==> images/congestion.png <==
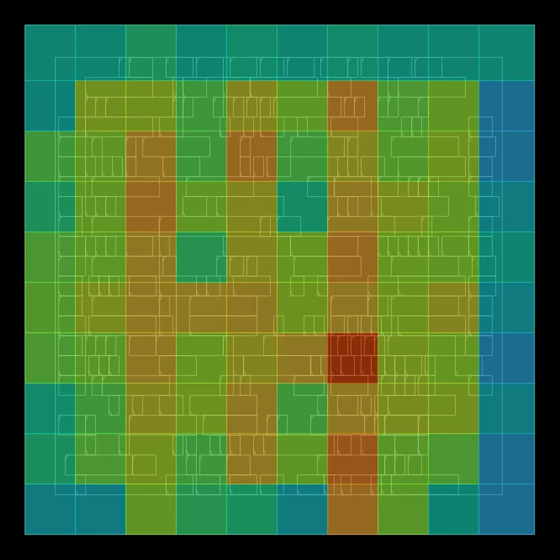
==> images/detail.png <==
Region (42, 7) to (62, 27) um. Cells in grey, sequential cells in the stronger grey; small squares are vias.
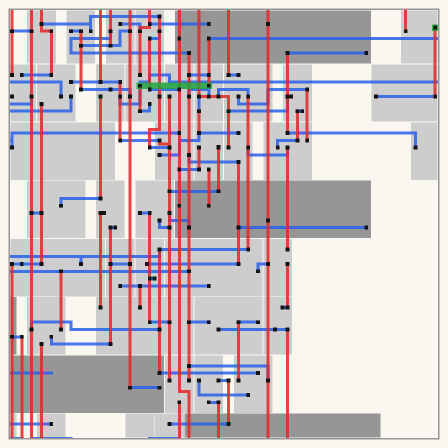
==> images/wires.png <==
Scale: 6 px per um.
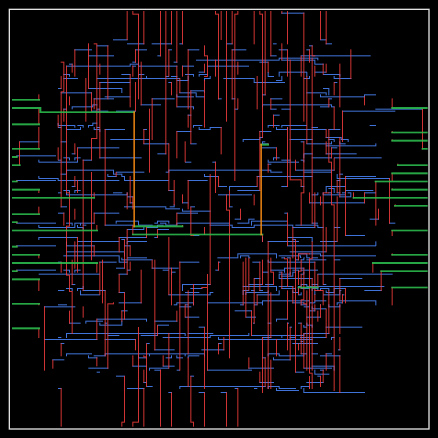
==> src/rtl/mem_access_ctrl_if.sv <==
// rtl/mem_access_ctrl_if.sv - request, data-memory and writeback signals of mem_access_ctrl
interface mem_access_ctrl_if #(
    parameter int RD_W = 3
);
    logic            req_valid;
    logic            req_ready;
    logic            req_read;
    logic            req_write;
    logic [7:0]      req_addr;
    logic [7:0]      req_wdata;
    logic [RD_W-1:0] req_rd;
    logic            dm_mem_read;
    logic            dm_mem_write;
    logic [7:0]      dm_addr;
    logic [7:0]      dm_wdata;
    logic [7:0]      dm_rdata;
    logic            retire;
    logic            wb_en;
    logic [RD_W-1:0] wb_rd;
    logic [7:0]      wb_data;
    logic            err;

    // the sequencing stage itself
    modport slave (
        input  req_valid, req_read, req_write, req_addr, req_wdata, req_rd, dm_rdata,
        output req_ready, dm_mem_read, dm_mem_write, dm_addr, dm_wdata,
        output retire, wb_en, wb_rd, wb_data, err
    );

    // execute stage, data memory and register file seen together
    modport master (
        output req_valid, req_read, req_write, req_addr, req_wdata, req_rd, dm_rdata,
        input  req_ready, dm_mem_read, dm_mem_write, dm_addr, dm_wdata,
        input  retire, wb_en, wb_rd, wb_data, err
    );
endinterface

==> src/rtl/mem_access_ctrl.sv <==
// rtl/mem_access_ctrl.sv - load/store sequencer between execute stage and data memory
module mem_access_ctrl #(
    parameter int READ_LAT  = 1,
    parameter int MEM_DEPTH = 256,
    parameter int RD_W      = 3
) (
    input  logic              clk,
    input  logic              reset,
    mem_access_ctrl_if.slave  bus
);
    typedef enum logic [1:0] {IDLE, ACCESS, WAIT, RESP} state_t;

    state_t          state_q;
    logic [7:0]      addr_q;
    logic [7:0]      wdata_q;
    logic [RD_W-1:0] rd_q;
    logic [2:0]      cnt_q;
    logic            ready_q;
    logic            mem_read_q;
    logic            mem_write_q;
    logic            retire_q;
    logic            wb_en_q;
    logic            err_q;
    logic [RD_W-1:0] wb_rd_q;
    logic [7:0]      wb_data_q;

    logic xfer;
    logic in_range;
    logic req_load;
    logic req_store;
    logic req_oob;

    // Decode the incoming request; read wins over write, a no-op is never an error
    always_comb begin
        xfer      = bus.req_valid & ready_q;
        in_range  = ({1'b0, bus.req_addr} < 9'(MEM_DEPTH));
        req_load  = bus.req_read & in_range;
        req_store = bus.req_write & ~bus.req_read & in_range;
        req_oob   = (bus.req_read | bus.req_write) & ~in_range;
    end

    // Sequencer: all outputs are produced one edge ahead so they leave as flops
    always_ff @(posedge clk or posedge reset) begin
        if (reset) begin
            state_q     <= IDLE;
            addr_q      <= '0;
            wdata_q     <= '0;
            rd_q        <= '0;
            cnt_q       <= '0;
            ready_q     <= 1'b1;
            mem_read_q  <= 1'b0;
            mem_write_q <= 1'b0;
            retire_q    <= 1'b0;
            wb_en_q     <= 1'b0;
            err_q       <= 1'b0;
            wb_rd_q     <= '0;
            wb_data_q   <= '0;
        end else begin
            retire_q <= 1'b0;
            wb_en_q  <= 1'b0;
            err_q    <= 1'b0;
            case (state_q)
                IDLE, RESP: begin
                    if (xfer) begin
                        addr_q      <= bus.req_addr;
                        wdata_q     <= bus.req_wdata;
                        rd_q        <= bus.req_rd;
                        cnt_q       <= 3'(READ_LAT);
                        ready_q     <= 1'b0;
                        mem_read_q  <= req_load;
                        mem_write_q <= req_store;
                        // stores, no-ops and range errors complete in the ACCESS cycle
                        retire_q    <= ~req_load;
                        err_q       <= req_oob;
                        state_q     <= ACCESS;
                    end else begin
                        state_q <= IDLE;
                    end
                end
                ACCESS, WAIT: begin
                    if (mem_read_q) begin
                        // cnt_q counts the read cycles left, including this one
                        if (cnt_q == 3'd1) begin
                            wb_data_q  <= bus.dm_rdata;
                            wb_rd_q    <= rd_q;
                            mem_read_q <= 1'b0;
                            retire_q   <= 1'b1;
                            wb_en_q    <= 1'b1;
                            ready_q    <= 1'b1;
                            state_q    <= RESP;
                        end else begin
                            cnt_q   <= cnt_q - 3'd1;
                            state_q <= WAIT;
                        end
                    end else begin
                        mem_write_q <= 1'b0;
                        ready_q     <= 1'b1;
                        state_q     <= IDLE;
                    end
                end
                default: begin
                    mem_read_q  <= 1'b0;
                    mem_write_q <= 1'b0;
                    ready_q     <= 1'b1;
                    state_q     <= IDLE;
                end
            endcase
        end
    end

    assign bus.req_ready    = ready_q;
    assign bus.dm_mem_read  = mem_read_q;
    assign bus.dm_mem_write = mem_write_q;
    assign bus.dm_addr      = addr_q;
    assign bus.dm_wdata     = wdata_q;
    assign bus.retire       = retire_q;
    assign bus.wb_en        = wb_en_q;
    assign bus.wb_rd        = wb_rd_q;
    assign bus.wb_data      = wb_data_q;
    assign bus.err          = err_q;
endmodule

==> src/flat_wrapper.sv <==
// flat-port wrapper written by rule: the top's interface ports become plain ports
module mem_access_ctrl_flat 
#(
    parameter int READ_LAT  = 1,
    parameter int MEM_DEPTH = 256,
    parameter int RD_W      = 3
)
  (clk, reset, bus_req_valid, bus_req_read, bus_req_write, bus_req_addr, bus_req_wdata, bus_req_rd, bus_dm_rdata, bus_req_ready, bus_dm_mem_read, bus_dm_mem_write, bus_dm_addr, bus_dm_wdata, bus_retire, bus_wb_en, bus_wb_rd, bus_wb_data, bus_err);
  mem_access_ctrl_if #(.RD_W(RD_W)) bus_i ();
  input  logic clk;
  input  logic reset;
  input wire logic [$bits(bus_i.req_valid)-1:0] bus_req_valid;
  input wire logic [$bits(bus_i.req_read)-1:0] bus_req_read;
  input wire logic [$bits(bus_i.req_write)-1:0] bus_req_write;
  input wire logic [$bits(bus_i.req_addr)-1:0] bus_req_addr;
  input wire logic [$bits(bus_i.req_wdata)-1:0] bus_req_wdata;
  input wire logic [$bits(bus_i.req_rd)-1:0] bus_req_rd;
  input wire logic [$bits(bus_i.dm_rdata)-1:0] bus_dm_rdata;
  output wire logic [$bits(bus_i.req_ready)-1:0] bus_req_ready;
  output wire logic [$bits(bus_i.dm_mem_read)-1:0] bus_dm_mem_read;
  output wire logic [$bits(bus_i.dm_mem_write)-1:0] bus_dm_mem_write;
  output wire logic [$bits(bus_i.dm_addr)-1:0] bus_dm_addr;
  output wire logic [$bits(bus_i.dm_wdata)-1:0] bus_dm_wdata;
  output wire logic [$bits(bus_i.retire)-1:0] bus_retire;
  output wire logic [$bits(bus_i.wb_en)-1:0] bus_wb_en;
  output wire logic [$bits(bus_i.wb_rd)-1:0] bus_wb_rd;
  output wire logic [$bits(bus_i.wb_data)-1:0] bus_wb_data;
  output wire logic [$bits(bus_i.err)-1:0] bus_err;
  assign bus_i.req_valid = bus_req_valid;
  assign bus_i.req_read = bus_req_read;
  assign bus_i.req_write = bus_req_write;
  assign bus_i.req_addr = bus_req_addr;
  assign bus_i.req_wdata = bus_req_wdata;
  assign bus_i.req_rd = bus_req_rd;
  assign bus_i.dm_rdata = bus_dm_rdata;
  assign bus_req_ready = bus_i.req_ready;
  assign bus_dm_mem_read = bus_i.dm_mem_read;
  assign bus_dm_mem_write = bus_i.dm_mem_write;
  assign bus_dm_addr = bus_i.dm_addr;
  assign bus_dm_wdata = bus_i.dm_wdata;
  assign bus_retire = bus_i.retire;
  assign bus_wb_en = bus_i.wb_en;
  assign bus_wb_rd = bus_i.wb_rd;
  assign bus_wb_data = bus_i.wb_data;
  assign bus_err = bus_i.err;
  mem_access_ctrl #(.READ_LAT(READ_LAT), .MEM_DEPTH(MEM_DEPTH), .RD_W(RD_W)) u_core (.clk(clk), .reset(reset), .bus(bus_i));
endmodule
==> config.mk <==
export PLATFORM = sky130hd
export DESIGN_NAME = mem_access_ctrl_flat
export DESIGN_NICKNAME = d
export VERILOG_FILES = /design/src/rtl/mem_access_ctrl_if.sv /design/src/rtl/mem_access_ctrl.sv /design/src/flat_wrapper.sv
export SDC_FILE = /design/constraint.sdc
export NUM_CORES = 1
export LEC_CHECK = 0
export ABC_AREA = 1
export CAP_MARGIN = 20
export CORE_MARGIN = 4
export CORE_UTILIZATION = 43
export DETAILED_ROUTE_END_ITERATION = 12
export PLACE_DENSITY = 0.8
export SYNTH_ARGS = -nofsm -noshare
export SYNTH_HDL_FRONTEND = slang
export SYNTH_SLANG_ARGS = --single-unit
==> constraint.sdc <==
create_clock -name clk -period 1.4 [get_ports clk]
set_input_delay 0.21 -clock clk [delete_from_list [all_inputs] [get_ports clk]]
set_output_delay 0.21 -clock clk [all_outputs]
set_load 0.02 [all_outputs]
==> job_summary.md <==
## PnR job results

| Metric | Value |
|---|---|
| Reg2reg end | u_core.bus.dm_mem_read |
| Met1 WL | 1400 um |
| Antenna cells | 0 |
| Critical path launch point type | register |
| Die width | 69.7 um |
| Num rows | 22 |
| Initial antenna violation count | 0 |
| Pre-Place Util | roughly 45% |
| Setup slack, reg-to-reg | 110 ps |
| Met2 Usage GRT | 24.8% |
| Fmax | 750 MHz |
| Cell Type Count | 16 |
| Post-Synth Simple-Gate Area | 28.4% |
| Status | finished, final reports clean |
| Port Buffers | between 60 and 70 |
| Fa+ha+maj area frac | 1.53% |
| Setup ws final | ~66 ps |
| Sum Neg Setup Slack | 0 ps |
| PD cells | roughly 2200 mW/mm^2 |
| Met3 track demand over resource | 4.93% |
| Largest net degree at the start of global routing | 41 |
| Clk pin slew, worst setup/hold paths | 70 ps |
| Final setup fails | 0 |
| Clk sinks | 40 |
| Final Max-Slew Violation Tally | 0 |
| Reg-to-Reg Start | u_core.bus.req_ready |
| Final hold vios | 0 |
| Synth Net Count | 219 |
| Slowest cell on the critical path | dfstp_2 |
| Area reported by Yosys stat | 0.00164 mm^2 |
| Post-synthesis cell area | ~0.0016 mm^2 |
| Die Size | 0.00486 mm^2 |
| Commonest Layout Cell | nand2_1 |
About congestion.png:
gr busiest metal: met2
M1 GR Usage: 16.1%
Finished Core Util: 66.0%
GRT Total Usage: 14.2%
Avg WL per Cell: 10.8 um

About detail.png:
colour	layer
blue	metal 1
green	metal 3
red	metal 2
cells with their middle in the window	36
most frequent	nand2_1 (10), nand3_1 (5), inv_1 (4)
netlist names of flops here include	`u_core.cnt_q` (2), `u_core.bus.dm_mem_read` (1)
sequential cells in the window	3

About wires.png:
colour	layer	wire length
blue	metal 1	1400 um
red	metal 2	1620 um
green	metal 3	235 um
orange	metal 4	34.0 um
routed wire length: 3290 um
vias: 1350

[synthesized netlist by cell type (all sizes together)]
master | count | area (um^2)
dfstp | 1 | 26.3
inv | 14 | 52.6
buf | 5 | 45.0
nand3 | 6 | 30.0
conb | 1 | 3.75
dfrtp | 39 | 976
nor2 | 5 | 35.0
ha | 2 | 25.0
nand2 | 104 | 400
o21ai | 7 | 35.0
xor2 | 1 | 8.76
[where the power goes]
part | total, W | internal, W | switching, W
Clock | 0.000792 | 0.000438 | 0.000353
Combinational | 0.00250 | 0.000971 | 0.00153
Sequential | 0.00198 | 0.00171 | 0.000276
Total | 0.00527 | 0.00312 | 0.00216
[stage by stage]
stage,area (um^2),total power [W],hold slack [ps]
5_1_grt,2420,0.00570,301
3_3_place_gp,2350,0.00475,454
4_1_cts,2400,0.00531,280
6_report,2420,0.00527,271
2_1_floorplan,1640,0.00359,320
3_5_place_dp,2350,0.00483,458
[sequential cells by signal (all words and copies together) (netlist names)]
register	count
u_core.bus.dm_mem_read	1
u_core.bus.wb_data	8
u_core.bus.retire	1
u_core.bus.wb_rd	3
u_core.bus.dm_wdata	8
u_core.bus.dm_addr	8
u_core.bus.dm_mem_write	1
u_core.cnt_q	3
u_core.bus.req_ready	1
u_core.bus.wb_en	1
u_core.rd_q	3
u_core.state_q	2
[area by class of cell]
type / instances / area [um^2]
Tap cell: 48 / 60.1
Sequential cell: 40 / 1000
Clock buffer: 7 / 96.3
Fill cell: 324 / 1240
Multi-Input combinational cell: 126 / 541
Timing Repair Buffer: 69 / 666
Inverter: 14 / 52.6
[what timing repair did]
action | 4_1_cts | 5_1_grt
buffers inserted | 0 | 1
pin swaps | 0 | 1
resized | 32 | 4
endpoints found under the setup margin | 32 | 6
Power figures rest on the tool's default switching activity, not on a simulated workload.
